==> run_1/final_congestion.png <==
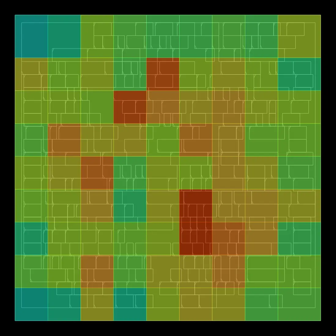
==> run_1/density.png <==
(4 px per micron) The die is cut into 6 by 6 equal tiles; white is low, dark blue is high, 0 to 100% covered.
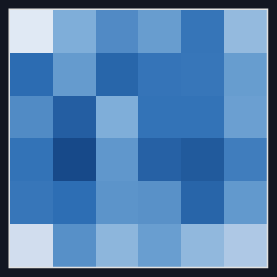
==> run_1/metal_stack.png <==
(10 px per micron) Only two layers are drawn.
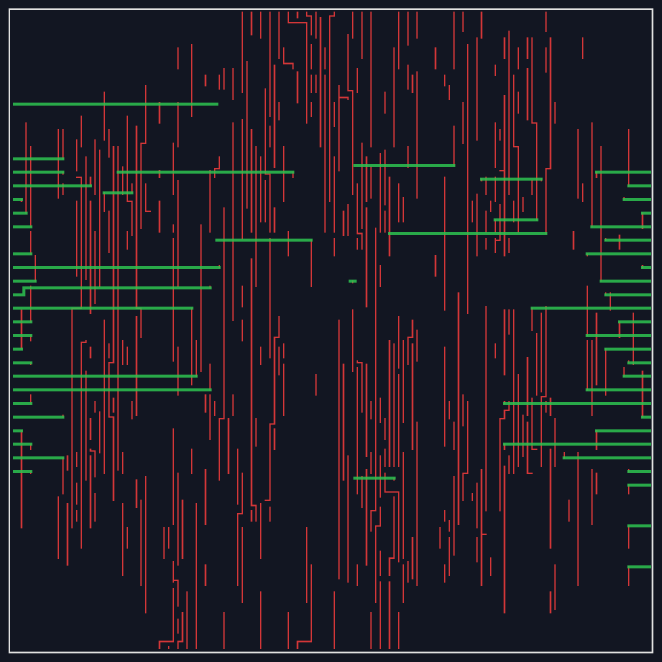
==> run_1/clock_map.png <==
(10 px per micron)
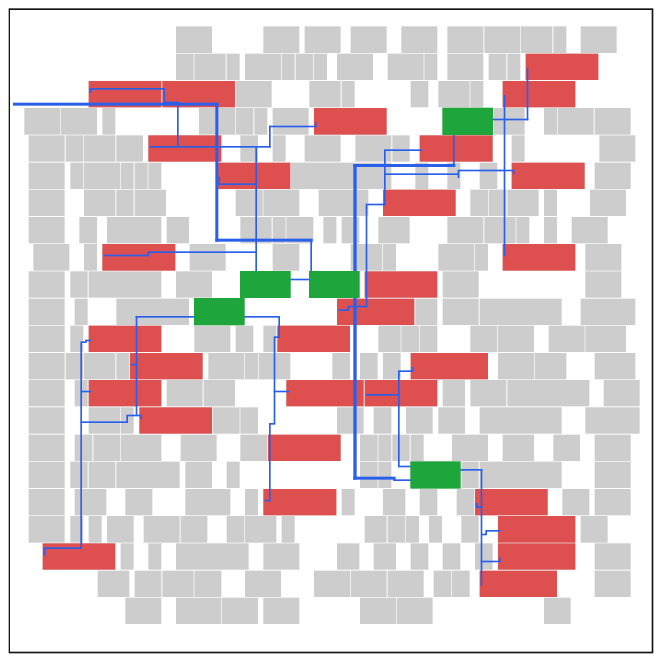
`config.mk`:
```
export PLATFORM = sky130hd
export DESIGN_NAME = regfile_wb_ctrl
export DESIGN_NICKNAME = d
export VERILOG_FILES = /design/src/rtl/slc3_rf_pkg.sv /design/src/rtl/rr_arb2.sv /design/src/rtl/regfile_wb_ctrl.sv
export SDC_FILE = /design/constraint.sdc
export NUM_CORES = 1
export LEC_CHECK = 0
export CORE_UTILIZATION = 37
export DETAILED_ROUTE_END_ITERATION = 10
export HOLD_SLACK_MARGIN = 0.12
export PLACE_DENSITY_LB_ADDON = 0.12
export SYNTH_ARGS = -nofsm -noshare
export SYNTH_HDL_FRONTEND = slang
export SYNTH_HIERARCHICAL = 1
export SYNTH_SLANG_ARGS = --single-unit
```
`constraint.sdc`:
```
create_clock -name clk -period 1.65 [get_ports clk]
set_input_delay 0.2475 -clock clk [delete_from_list [all_inputs] [get_ports clk]]
set_output_delay 0.2475 -clock clk [all_outputs]
set_load 0.01 [all_outputs]
```
`src/rtl/slc3_rf_pkg.sv`:
```
// Shared types for the register-file writeback controller: register index,
// register count and the writeback source used as the arbitration pointer.
package slc3_rf_pkg;

  localparam int unsigned NUM_REGS = 8;

  typedef logic [2:0] reg_idx_t;

  typedef enum logic {
    WB_ALU = 1'b0,
    WB_MEM = 1'b1
  } wb_src_t;

endpackage

```
`src/rtl/rr_arb2.sv`:
```
// Two-way round-robin arbiter with combinational grants and a registered
// pointer that only advances after a contended cycle.
module rr_arb2
  import slc3_rf_pkg::*;
(
  input  logic clk,
  input  logic reset,
  input  logic req_alu,
  input  logic req_mem,
  output logic gnt_alu,
  output logic gnt_mem
);

  wb_src_t ptr;
  wb_src_t ptr_next;

  always_ff @(posedge clk) begin
    if (reset) ptr <= WB_ALU;
    else       ptr <= ptr_next;
  end

  // Under contention the loser becomes the preferred requester next time.
  always_comb begin
    ptr_next = ptr;
    if (req_alu && req_mem)
      ptr_next = (ptr == WB_ALU) ? WB_MEM : WB_ALU;
  end

  always_comb begin
    gnt_alu = 1'b0;
    gnt_mem = 1'b0;
    if (!reset) begin
      if (req_alu && (!req_mem || ptr == WB_ALU)) gnt_alu = 1'b1;
      else if (req_mem)                             gnt_mem = 1'b1;
    end
  end

endmodule

```
`src/rtl/regfile_wb_ctrl.sv`:
```
// Register-file writeback controller: arbitrates ALU/MEM writebacks into a
// registered write port and keeps a pending-write scoreboard.
// Optional macro RF_WB_BYPASS_EN releases srX_busy in the write cycle.
module regfile_wb_ctrl
  import slc3_rf_pkg::*;
#(
  parameter int unsigned DATA_WIDTH = 16
) (
  input  logic                  clk,
  input  logic                  reset,
  input  logic                  alu_valid,
  input  logic [2:0]            alu_dr,
  input  logic [DATA_WIDTH-1:0] alu_data,
  output logic                  alu_ready,
  input  logic                  mem_valid,
  input  logic [2:0]            mem_dr,
  input  logic [DATA_WIDTH-1:0] mem_data,
  output logic                  mem_ready,
  input  logic                  issue_valid,
  input  logic [2:0]            issue_dr,
  input  logic [2:0]            sr1,
  input  logic [2:0]            sr2,
  output logic                  sr1_busy,
  output logic                  sr2_busy,
  output logic                  rf_ld,
  output logic [2:0]            rf_dr,
  output logic [DATA_WIDTH-1:0] rf_din,
  output logic [NUM_REGS-1:0]   busy_vec
);

  logic                  alu_hs;
  logic                  mem_hs;
  logic [NUM_REGS-1:0]   busy_next;
  reg_idx_t              sel_dr;
  logic [DATA_WIDTH-1:0] sel_data;

  rr_arb2 u_arb (
    .clk     (clk),
    .reset   (reset),
    .req_alu (alu_valid),
    .req_mem (mem_valid),
    .gnt_alu (alu_ready),
    .gnt_mem (mem_ready)
  );

  assign alu_hs = alu_valid & alu_ready;
  assign mem_hs = mem_valid & mem_ready;

  always_comb begin
    sel_dr   = alu_hs ? alu_dr   : mem_dr;
    sel_data = alu_hs ? alu_data : mem_data;
  end

  always_ff @(posedge clk) begin
    if (reset) begin
      rf_ld  <= 1'b0;
      rf_dr  <= '0;
      rf_din <= '0;
    end else begin
      rf_ld <= alu_hs | mem_hs;
      if (alu_hs | mem_hs) begin
        rf_dr  <= sel_dr;
        rf_din <= sel_data;
      end
    end
  end

  // Clear is applied before set so an issue on the written index wins.
  always_comb begin
    busy_next = busy_vec;
    if (rf_ld)       busy_next[rf_dr]    = 1'b0;
    if (issue_valid) busy_next[issue_dr] = 1'b1;
  end

  always_ff @(posedge clk) begin
    if (reset) busy_vec <= '0;
    else       busy_vec <= busy_next;
  end

  always_comb begin
`ifdef RF_WB_BYPASS_EN
    sr1_busy = busy_vec[sr1] & ~(rf_ld & (rf_dr == sr1));
    sr2_busy = busy_vec[sr2] & ~(rf_ld & (rf_dr == sr2));
`else
    sr1_busy = busy_vec[sr1];
    sr2_busy = busy_vec[sr2];
`endif
  end

endmodule

```
==> run summary, run 1 <==
yosys + openroad results -> CP Data Required Time 1.40 ns, final setup TNS -0.117 ns, DP Worst Slack -0.653 ns, Slew HR 78.6%, Hold Path Depth 4, Top Layout Cells clkdlybuf4s50_1, nand2_1, nand3_1, dfxtp_1, port bufs 83, Yosys top cell by instances dfxtp_1, share of layout cells above drive strength 1 18.6%, outcome complete, but fails checks, Synth flops 29, Top non-seq family simple AND/OR/NAND/NOR gates, failing checks setup timing, # DRC 0, postcts setup bufs 1, Clock Tree Buf Depth 2, Comb. pwr 480 uW, crit path max-delay cell type mux4_2, peak supply drop 0.000458 V, sequential cell power 779 uW, fa+ha+maj area frac 0%, cells in synth_stat.txt 168, Initial DRC Count 51, initial antenna violation count 0, placed cell area 2390 sq um, Final Power 1.82 mW, design area 2580 sq um, max_cap viols 0, Flop pwr share 42.9%, highest routed layer met4, Max-area cell share 40.6%, yosys aoi share 21.1%, sequential fraction of the synthesis area 40.6%, # H-tree levels 2, Post-Syn Area 1430 sq um, endpoints failing setup 2, Worst Hold Launch mem_valid, MUX share of area 8.92%, Setup WS post-layout -0.0648 ns, total gr overflow 0, Ys Warns 6
-- final_congestion.png (at the start) --
GR peak layer: met2
wire length per cell: 13.7 microns
fin util: 70.0%
M3 GR Usage: 6.79%

-- density.png (at the start) --
The fullest tile reaches 90%. The densest ninth of the die: west. 19% of the tiles are over 75% full. The mean over all tiles is 61%.
core region area: 3690 sq um
FP Core Util: 38.8%

-- metal_stack.png (at the start) --
Key: met2 = red [wire length 2090 microns]; met3 = green [wire length 356 microns]
WL final: 4.33 mm
GRT Total Usage: 21.8%
total number of vias: 1652

-- clock_map.png (at the start) --
Key: flip-flops = red [count 29]; cells driving clock nets = green [count 5]; clock wires = blue [length 373 microns]
Position of the flops: widely spread. There are 6 routed clock nets.
clock network power: 556 uW
Worst-Skew Late Latency: 0.28 ns

==> run 1: sequential cells by signal, summed over array words and instances, names as in the netlist <==
| signal | count |
|---|---|
| rf_ld | 1 |
| u_arb/ptr | 1 |
| rf_din | 16 |
| rf_dr | 3 |
| busy_vec | 8 |
==> run 1: final cells by class <==
class,instances,area [sq um]
Clock buffer,6,72.6
Fill cell,337,1100
Sequential cell,29,588
Tap cell,48,60.1
Timing Repair Buffer,106,1050
Inverter,2,7.51
Multi-Input combinational cell,124,791
Clock inverter,2,10.0
==> run 1: worst reg2reg max path: cells and delay by family (launching register included) <==
kind / cells / cell delay (ns)
and+or+nand+nor: 1 / 0.05
AOI/OAI and AO/OA: 3 / 0.76
buffers and inverters: 2 / 0.27
DFF: 1 / 0.35
==> run_1/pdn.png <==
(8 px per micron) Pins as bars on the die edge.
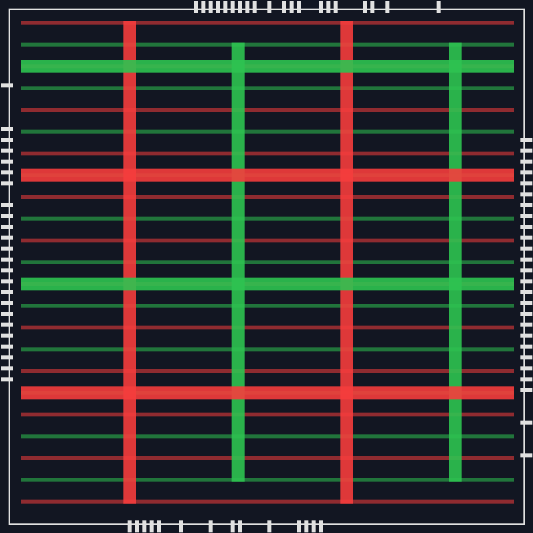

--- run 2 (diff from run 1) ---
--- a/config.mk
+++ b/config.mk
@@ -5,7 +5,7 @@
 export SDC_FILE = /design/constraint.sdc
 export NUM_CORES = 1
 export LEC_CHECK = 0
-export CORE_UTILIZATION = 37
+export CORE_UTILIZATION = 40
 export DETAILED_ROUTE_END_ITERATION = 10
 export HOLD_SLACK_MARGIN = 0.12
 export PLACE_DENSITY_LB_ADDON = 0.12
==> constraint.sdc (replaced) <==
create_clock -name clk -period 2.1 [get_ports clk]
set_input_delay 0.315 -clock clk [delete_from_list [all_inputs] [get_ports clk]]
set_output_delay 0.315 -clock clk [all_outputs]
set_load 0.01 [all_outputs]
==> run_2/pdn.png <==
(8 px per micron) Pins as bars on the die edge.
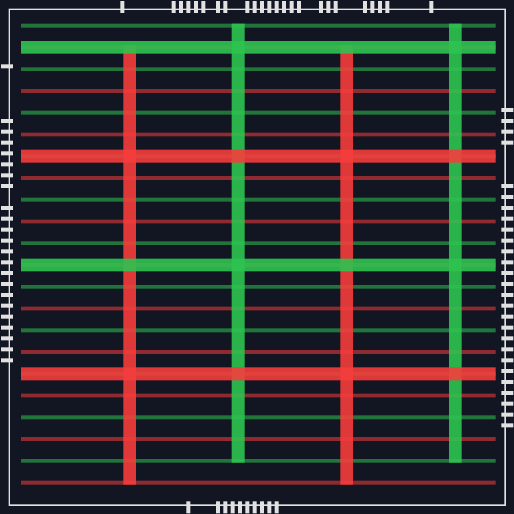
Key: VDD = green; VSS = red
The core has 21 rows. 22 met1 rails follow the rows.
Die Span Y: 61.8 microns
peak supply drop: 0.000366 V

==> run_2/final_congestion.png <==
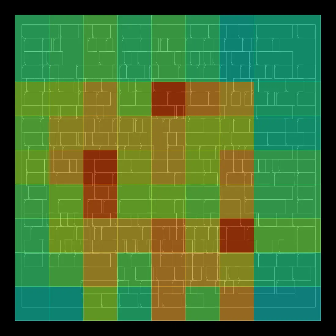
fin util: 69.8%
M3 GR Usage: 7.66%
routing usage on met1: 25.5%
GRT Total Usage: 21.2%
GR Layer Usage met2: 35.3%

==> run summary, run 2 <==
yosys + openroad results -> endpoints failing setup 0, postcts setup bufs 0, highest routed layer met4, placed cell area 2320 sq um, core region area 3390 sq um, Flop pwr share 48.5%, crit path max-delay cell type clkdlybuf4s50_1, clkbuf count 8, outcome complete, no violations, design area 2360 sq um, MUX share of area 8.92%, n_taps 46, cells in synth_stat.txt 168, Slew HR 80.3%, port bufs 83, Comb. pwr 332 uW, top cell category non-clock buffers, Largest Register rf_din, total number of vias 1566, total gr overflow 0, Multi-input gate area 769 sq um, Clock Tree Buf Depth 2, WL final 3.97 mm, sequential fraction of the synthesis area 40.6%, sequential cell power 611 uW, Hold Path Depth 2
==> run 2: worst min-delay path, stage by stage (launching register included) <==
cell and delay, ns:
dfxtp_1 0.32, nor2_1 0.09, a311oi_1 0.05
==> run 2: cell families after synthesis <==
group	count (synthesis)
AND/OR/NAND/NOR	77
AND-OR/OR-AND	41
flip-flops	29
buffers and inverters	15
multiplexers	6
==> run 2: worst max-delay path by stage <==
stage	to	slack [ns]	start
detailed placement	sr2_busy	-0.34	sr2[0]
finish	alu_ready	0.04	alu_valid
global route	sr2_busy	0.0003	busy_vec[0]$_SDFF_PP0_
floorplan	rf_din[10]$_SDFFE_PP0P_	0.46	alu_valid
global placement	sr1_busy	-0.31	sr1[0]
CTS	alu_ready	0.03	mem_valid
No activity file was given, so power comes from the tool's default toggle rates.
